==> config.mk <==
export PLATFORM = sky130hd
export DESIGN_NAME = pipe_stage_reg
export DESIGN_NICKNAME = d
export VERILOG_FILES = /design/src/rtl/pipe_stage_reg.sv
export SDC_FILE = /design/constraint.sdc
export NUM_CORES = 1
export LEC_CHECK = 0
export CAP_MARGIN = 0
export CORE_AREA = 2 2 97 99
export CTS_CLUSTER_SIZE = 14
export DETAILED_ROUTE_END_ITERATION = 10
export DIE_AREA = 0 0 99 101
export GPL_ROUTABILITY_DRIVEN = 0
export PLACE_DENSITY_LB_ADDON = 0.05
export SYNTH_ARGS = -nofsm -noshare
export SYNTH_HDL_FRONTEND = slang
export SYNTH_SLANG_ARGS = --single-unit
==> constraint.sdc <==
create_clock -name cpu_clk_50M -period 6.2 [get_ports cpu_clk_50M]
set_clock_uncertainty 0.1 [all_clocks]
set_input_delay 1.24 -clock cpu_clk_50M [delete_from_list [all_inputs] [get_ports cpu_clk_50M]]
set_output_delay 1.24 -clock cpu_clk_50M [all_outputs]
set_load 0.005 [all_outputs]
==> src/rtl/pipe_stage_reg.sv <==
// Parametrised inter-stage pipeline register for MiniMIPS32: valid-tagged payload
// chain of DEPTH slots with hold-vs-bubble stall handling and saturating counters.
module pipe_stage_reg #(
   parameter int                 DATA_W    = 64,
   parameter int                 STALL_W   = 6,
   parameter int                 STAGE_IDX = 3,
   parameter int                 DEPTH     = 1,
   parameter logic [DATA_W-1:0]  NOP_DATA  = '0,
   parameter int                 CNT_W     = 16
) (
   input  logic               cpu_clk_50M,
   input  logic               cpu_rst,
   input  logic [STALL_W-1:0] stall,
   input  logic               flush,
   input  logic               in_valid,
   input  logic [DATA_W-1:0]  in_data,
   input  logic               cnt_clr,
   output logic               out_valid,
   output logic [DATA_W-1:0]  out_data,
   output logic [CNT_W-1:0]   bubble_cnt,
   output logic [CNT_W-1:0]   hold_cnt
);

   logic              up;
   logic              dn;
   logic              hold_cyc;
   logic              bubble_cyc;
   logic              slot_v [DEPTH];
   logic [DATA_W-1:0] slot_d [DEPTH];

   assign up = stall[STAGE_IDX];

   // The last stage of the stall vector has no downstream stall bit to honour.
   generate
      if (STAGE_IDX == STALL_W - 1) begin : g_dn_none
         assign dn = 1'b0;
      end else begin : g_dn_bit
         assign dn = stall[STAGE_IDX + 1];
      end
   endgenerate

   assign hold_cyc   = up && dn;
   assign bubble_cyc = up && !dn;

   // Slot chain: a stalled upstream feeds a NOP into slot 0 unless downstream is
   // also stalled, in which case the whole chain freezes.
   always_ff @(posedge cpu_clk_50M) begin
      if (cpu_rst || flush) begin
         for (int k = 0; k < DEPTH; k++) begin
            slot_v[k] <= 1'b0;
            slot_d[k] <= NOP_DATA;
         end
      end else if (hold_cyc) begin
      end else begin
         slot_v[0] <= !up && in_valid;
         slot_d[0] <= (!up && in_valid) ? in_data : NOP_DATA;
         for (int k = 1; k < DEPTH; k++) begin
            slot_v[k] <= slot_v[k-1];
            slot_d[k] <= slot_d[k-1];
         end
      end
   end

   // Counters stick at all-ones; a clear beats an increment, a flush suppresses it.
   always_ff @(posedge cpu_clk_50M) begin
      if (cpu_rst || cnt_clr) begin
         bubble_cnt <= '0;
         hold_cnt   <= '0;
      end else if (!flush) begin
         if (hold_cyc && hold_cnt != {CNT_W{1'b1}})
            hold_cnt <= hold_cnt + 1'b1;
         if (bubble_cyc && bubble_cnt != {CNT_W{1'b1}})
            bubble_cnt <= bubble_cnt + 1'b1;
      end
   end

   assign out_valid = slot_v[DEPTH-1];
   assign out_data  = slot_d[DEPTH-1];

   // The stall controller never stalls downstream while upstream runs.
   a_stall_legal : assert property (@(posedge cpu_clk_50M) disable iff (cpu_rst)
      !(!up && dn));
   a_stall_known : assert property (@(posedge cpu_clk_50M) disable iff (cpu_rst)
      !$isunknown(stall));

endmodule

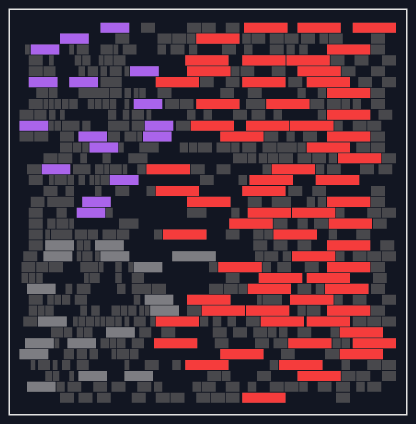
Figure 1: run 1, register map, names as in the netlist.
(4 px per um) Other sequential cells in the stronger gray, the rest of the logic in the fainter gray.
color	netlist name	flops
purple	bubble_cnt	16
red	slot_d	64
not colored	17

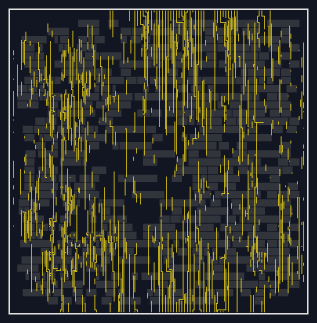
Figure 2: run 1, the metal 2 layer.
(3 px per um) Cells faint in the background.
main direction	vertical
longest straight run	41.6 um

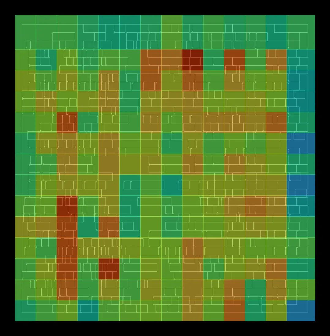
Figure 3: run 1, routing congestion.
Most Used Layer, Global Route: met2
global-route track usage on met3: 3.95%
met1 track demand over resource: 23.9%
DR WL/cell: 15.1 um
global routing usage on met2: 28.3%

==> notes.md, run 1 <==
Main metrics from the flow reports.

The plain and repair buffers instantiated in the layout total 169. Checking hold timing, the worst path is listed with class flip-flop to flip-flop. The layout clock buffer count came out at 9. The number of standard-cell rows in the floorplan is 35.

The flow ran to the end, and the final reports show no timing, DRC or antenna violations. The number of vias after detailed routing is 2982. In this run the mean area of a mapped cell was 12.4 sq um. The number of antenna violations at the first check in global routing came to 0. The number of clock sinks is 97.

The power in combinational cells came out at 104 uW. The global-route wire length before repair is 13.9 mm. The number of setup buffers added after CTS came out at 0. The sequential group share of total power is 60.2%. The dominant synthesized flop cell is edfxtp_1. For this run, the total global-route usage over all layers was measured as 17.7%. The maximum number of pins on one net before global-route repair is 66. The number of failing hold endpoints at the final stage came out at 0. The share of total power dissipated in combinational logic is 8.8%. The most frequently placed logic cell in the final layout is clkdlybuf4s50_1. The chip area is 10000 sq um. By area the synthesized netlist is led by edfxtp_1, dfxtp_1, and2_1. The async set or reset register ratio after synthesis is 0%. The number of routed nets with antenna violations is 0. In this run the maximum-capacitance check reported violations numbering 0. Pin placement for this block handled 172 I/O pins. The layout buffering overhead excluding clock cells came out at 28.5%. The sequential portion of the cell area is 43.8%. The cell with the most instances after synthesis is edfxtp_1. The horizontal extent of the die is 99 um. The analysis attributes to net switching a power of 255 uW.

Per the timing report, the biggest fanout along the worst path comes to 43. The number of global-route vias before repair is 2684. The worst setup path is launched from an input port. The total of warnings raised by yosys is 0. The number of flip-flops and latches came out at 97. The number of instances in the placed design came out at 589. The number of iterations in the first detailed-routing pass is 4. The power in the clock group is 365 uW.
==> run 1: per-layer routing <==
metal / vias up / wire, um / part of all wire [%] / global-route usage, %
met1: 1372 / 3970 / 44 / 23.9
li1: 1468 / - / - / -
met2: 131 / 4370 / 48 / 28.3
met4: 0 / 144 / 1.6 / 6.53
met5: - / 0 / 0 / 0
met3: 11 / 645 / 7.1 / 3.95
==> run 1: logic make-up (layout without fill, tap and decap cells) <==
family          Yosys count  count (layout)  share of synthesized area, %
buf+inv                  12             187                          1.14
compound gates           24              24                          3.33
simple gates            164             164                          24.8
xor+xnor                 20              20                          4.44
flops                    97              97                          65.7
fa+ha+maj                 2               2                         0.634
==> run 1: sequential cells by signal, summed over array words and instances (netlist names) <==
| register | cells |
|---|---|
| hold_cnt | 16 |
| slot_d | 64 |
| slot_v | 1 |
| bubble_cnt | 16 |
==> run 1: critical path, stage by stage <==
cell             delay [ns]
clkdlybuf4s50_1        0.56
and3b_1                0.24
nand2b_2               0.75
buf_4                  0.44
==> run 1: final timing paths <==
check,to,start,cells past startpoint
worst min register to register,hold_cnt[7]$_SDFFE_PP0P_,hold_cnt[7]$_SDFFE_PP0P_,2
worst max register to register,bubble_cnt[0]$_SDFFE_PP0P_,bubble_cnt[1]$_SDFFE_PP0P_,6
worst min-delay path,hold_cnt[7]$_SDFFE_PP0P_,hold_cnt[7]$_SDFFE_PP0P_,2
worst max-delay path,slot_d[0][51]$_SDFFCE_PN0P_,flush,4
==> run 1: stage by stage <==
stage	instance area [sq um]	util, %	hold WS (ns)
final	5920	65.9	0.429
after global placement	5750	64.0	0.398
after detailed placement	5750	64.0	0.410
after floorplan	3950	-	0.389
after global routing	5920	65.9	0.474
after CTS	5920	65.9	0.424
Figure 4. Zoomed window (run 1).
Window x 30 to 70, y 51 to 91 um. Cells in gray, sequential cells in the stronger gray; small squares are vias.
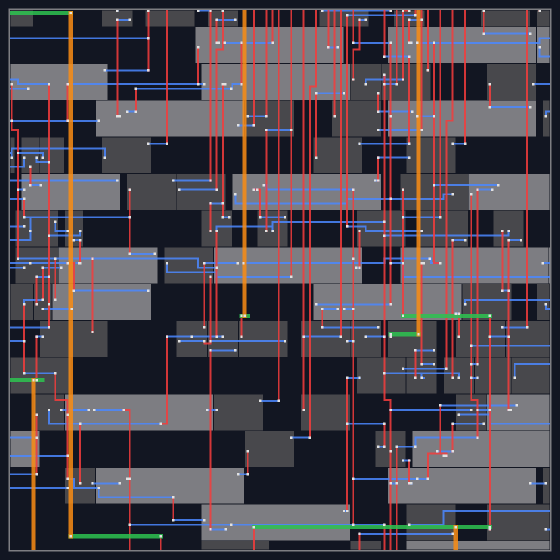

==> run 2: changes to the inputs <==
--- a/config.mk
+++ b/config.mk
@@ -6,10 +6,10 @@
 export NUM_CORES = 1
 export LEC_CHECK = 0
 export CAP_MARGIN = 0
-export CORE_AREA = 2 2 97 99
+export CORE_AREA = 2 2 105 107
 export CTS_CLUSTER_SIZE = 14
 export DETAILED_ROUTE_END_ITERATION = 10
-export DIE_AREA = 0 0 99 101
+export DIE_AREA = 0 0 107 109
 export GPL_ROUTABILITY_DRIVEN = 0
 export PLACE_DENSITY_LB_ADDON = 0.05
 export SYNTH_ARGS = -nofsm -noshare
==> constraint.sdc (replaced) <==
create_clock -name cpu_clk_50M -period 3 [get_ports cpu_clk_50M]
set_clock_uncertainty 0.1 [all_clocks]
set_input_delay 0.6 -clock cpu_clk_50M [delete_from_list [all_inputs] [get_ports cpu_clk_50M]]
set_output_delay 0.6 -clock cpu_clk_50M [all_outputs]
set_load 0.005 [all_outputs]
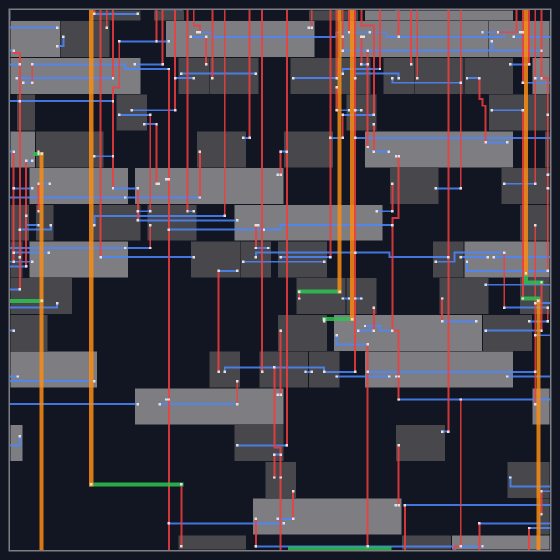
Figure 5: run 2, zoomed window.
Window x 34 to 74, y 56 to 96 um. Cells in gray, sequential cells in the stronger gray; small squares are vias.
color	layer
green	M3
orange	M4
blue	M1
red	M2
sequential cells in the window	15
most frequent	clkdlybuf4s50_1 (21), and2_1 (11), edfxtp_1 (11)
cells with their middle in the window	54
netlist names of flops here include	slot_d (11), bubble_cnt (4)

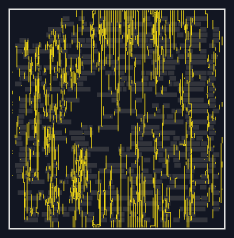
Figure 6: run 2, the metal 2 layer.
(2 px per um) Cells faint in the background.
main direction	vertical
wire length on this layer	4270 um
share of all routed wire	47%
nets with wire on the layer	472

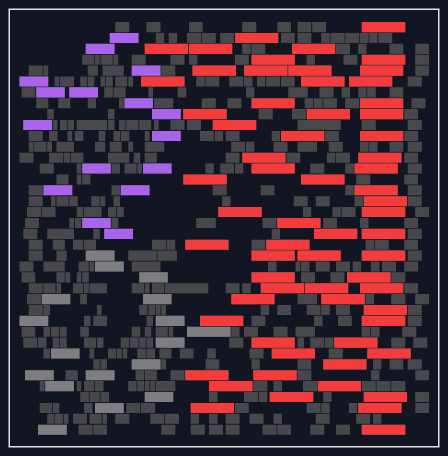
Figure 7: run 2, register map, names as in the netlist.
(4 px per um) Other sequential cells in the stronger gray, the rest of the logic in the fainter gray.
color	netlist name	flops
red	slot_d	64
purple	bubble_cnt	16
not colored	17

==> notes.md, run 2 <==
Main metrics from the flow reports.

Grouping stages by cell kind, the critical path spends the most delay in simple AND/OR/NAND/NOR gates. The power spent charging and discharging nets is 508 uW. The sequential group share of total power came out at 56.7%. The count of boundary I/O pins came out at 172. For this run, the share of the core covered by cells in the final layout is 56.9%. Per the Yosys statistics, synthesis produced 319 cells. The top register by number of flip-flops is slot_d. The number of routed nets with antenna violations is 0.

The run finished with clean final reports. Checking hold timing, the worst path is listed with class flip-flop to flip-flop. The global-route wire length before repair came out at 14.0 mm.

The number of antenna violations at the first check in global routing is 0. The run reported a max-capacitance violation count of 0. The maximum number of pins on one net before global-route repair came out at 66. The clock tree has to reach 97 sinks. Counting the warning lines in the Yosys log gives 0.

The most common logic cell in the final layout is clkdlybuf4s50_1. Per the placement report, the placed cell count is 620. The share of the synthesized netlist area taken by xor and xnor gates is 4.44%. The portion of synthesized area spent on multiplexers is 0%. The post-synthesis simple-gate area fraction came out at 24.8%.

For reference, the top cells by area after synthesis are edfxtp_1, dfxtp_1, and2_1. The post-route fraction of the period consumed by the critical path came out at 73.2%. The floorplan net count came out at 396.

The height of the chip is 109 um. On the critical path, the stage with the largest delay is an instance of nor4_1. The detailed-route wire length per cell is 14.2 um. The number of max-slew violations in the final report came out at 0. In the final layout, the registers with the most flip-flops are slot_d: 64 flops, bubble_cnt: 16 flops, hold_cnt: 16 flops. The number of setup buffers added after CTS came out at 0.

The critical path buffer and inverter count came out at 1. Post-synth the commonest register cell is edfxtp_1. Among all cell types in the netlist, the one instantiated most often is edfxtp_1. Yosys mapped the design onto 36 distinct sky130hd cell types. The delay of the slowest cell on the worst path is 0.57 ns. The number of failing hold endpoints at the final stage came out at 0. The flip-flop count of the largest register after layout is 64.

The maximum fanout encountered on the critical timing path came out at 4. The worst slack on hold paths came out at 0.426 ns. The number of iterations in the first detailed-routing pass is 4. The async set or reset register ratio after synthesis came out at 0%. The number of vias after detailed routing is 2951.

The post-place instance area came out at 5820 sq um. The sort of element at the start of the critical path is an input port. A synthesized cell averages 12.4 sq um. For reference, the clock transition at the flip-flops on the worst setup and hold paths is 0.09 ns.

The number of standard-cell rows in the floorplan is 38.
-- run 2: cell count changes in the layout (fill, tap and decap cells not counted), sizes merged --
cell | before | now
clkbuf | 9 | 10
clkinvlp | 2 | 0
bufinv | 0 | 2
inv | 3 | 2
buf | 2 | 4
-- run 2: metal layers --
| layer | wire (um) | global-route usage [%] | vias to the layer above | part of all wire, % |
|---|---|---|---|---|
| met4 | 224 | 7.79 | 0 | 2.5 |
| met2 | 4270 | 25.3 | 106 | 47 |
| li1 | - | - | 1476 | - |
| met5 | 0 | 0 | - | 0 |
| met3 | 652 | 3.23 | 16 | 7.2 |
| met1 | 3910 | 19.8 | 1353 | 43 |
-- run 2: worst paths after layout --
check | from | end | slack (ns) | cells after the start
max | flush | hold_cnt[14]$_SDFFE_PP0P_ | 0.80 | 6
max reg2reg | hold_cnt[0]$_SDFFE_PP0P_ | hold_cnt[3]$_SDFFE_PP0P_ | 0.98 | 6
min reg2reg | hold_cnt[7]$_SDFFE_PP0P_ | hold_cnt[7]$_SDFFE_PP0P_ | 0.43 | 2
min | hold_cnt[7]$_SDFFE_PP0P_ | hold_cnt[7]$_SDFFE_PP0P_ | 0.43 | 2
-- run 2: power groups by stage --
stage	registers, mW	logic (mW)	clock network (mW)
floorplan	1.50	0.0337	0
global placement	1.49	0.219	0
detailed placement	1.50	0.219	0
CTS	1.46	0.221	0.933
global route	1.47	0.233	0.975
finish	1.46	0.218	0.901
-- run 2: area by class of cell --
cell class                 count  area, sq um  area share, %
clock buffer                  10          128           2.12
sequential                    97         2590           43.0
clock inverter                 6         82.6           1.37
multi-input combinational    210         1320           21.9
tap                          140          175           2.90
timing repair buffer         171         1730           28.6
inverter                       2         7.51          0.124
Power figures rest on the tool's default switching activity, not on a simulated workload.
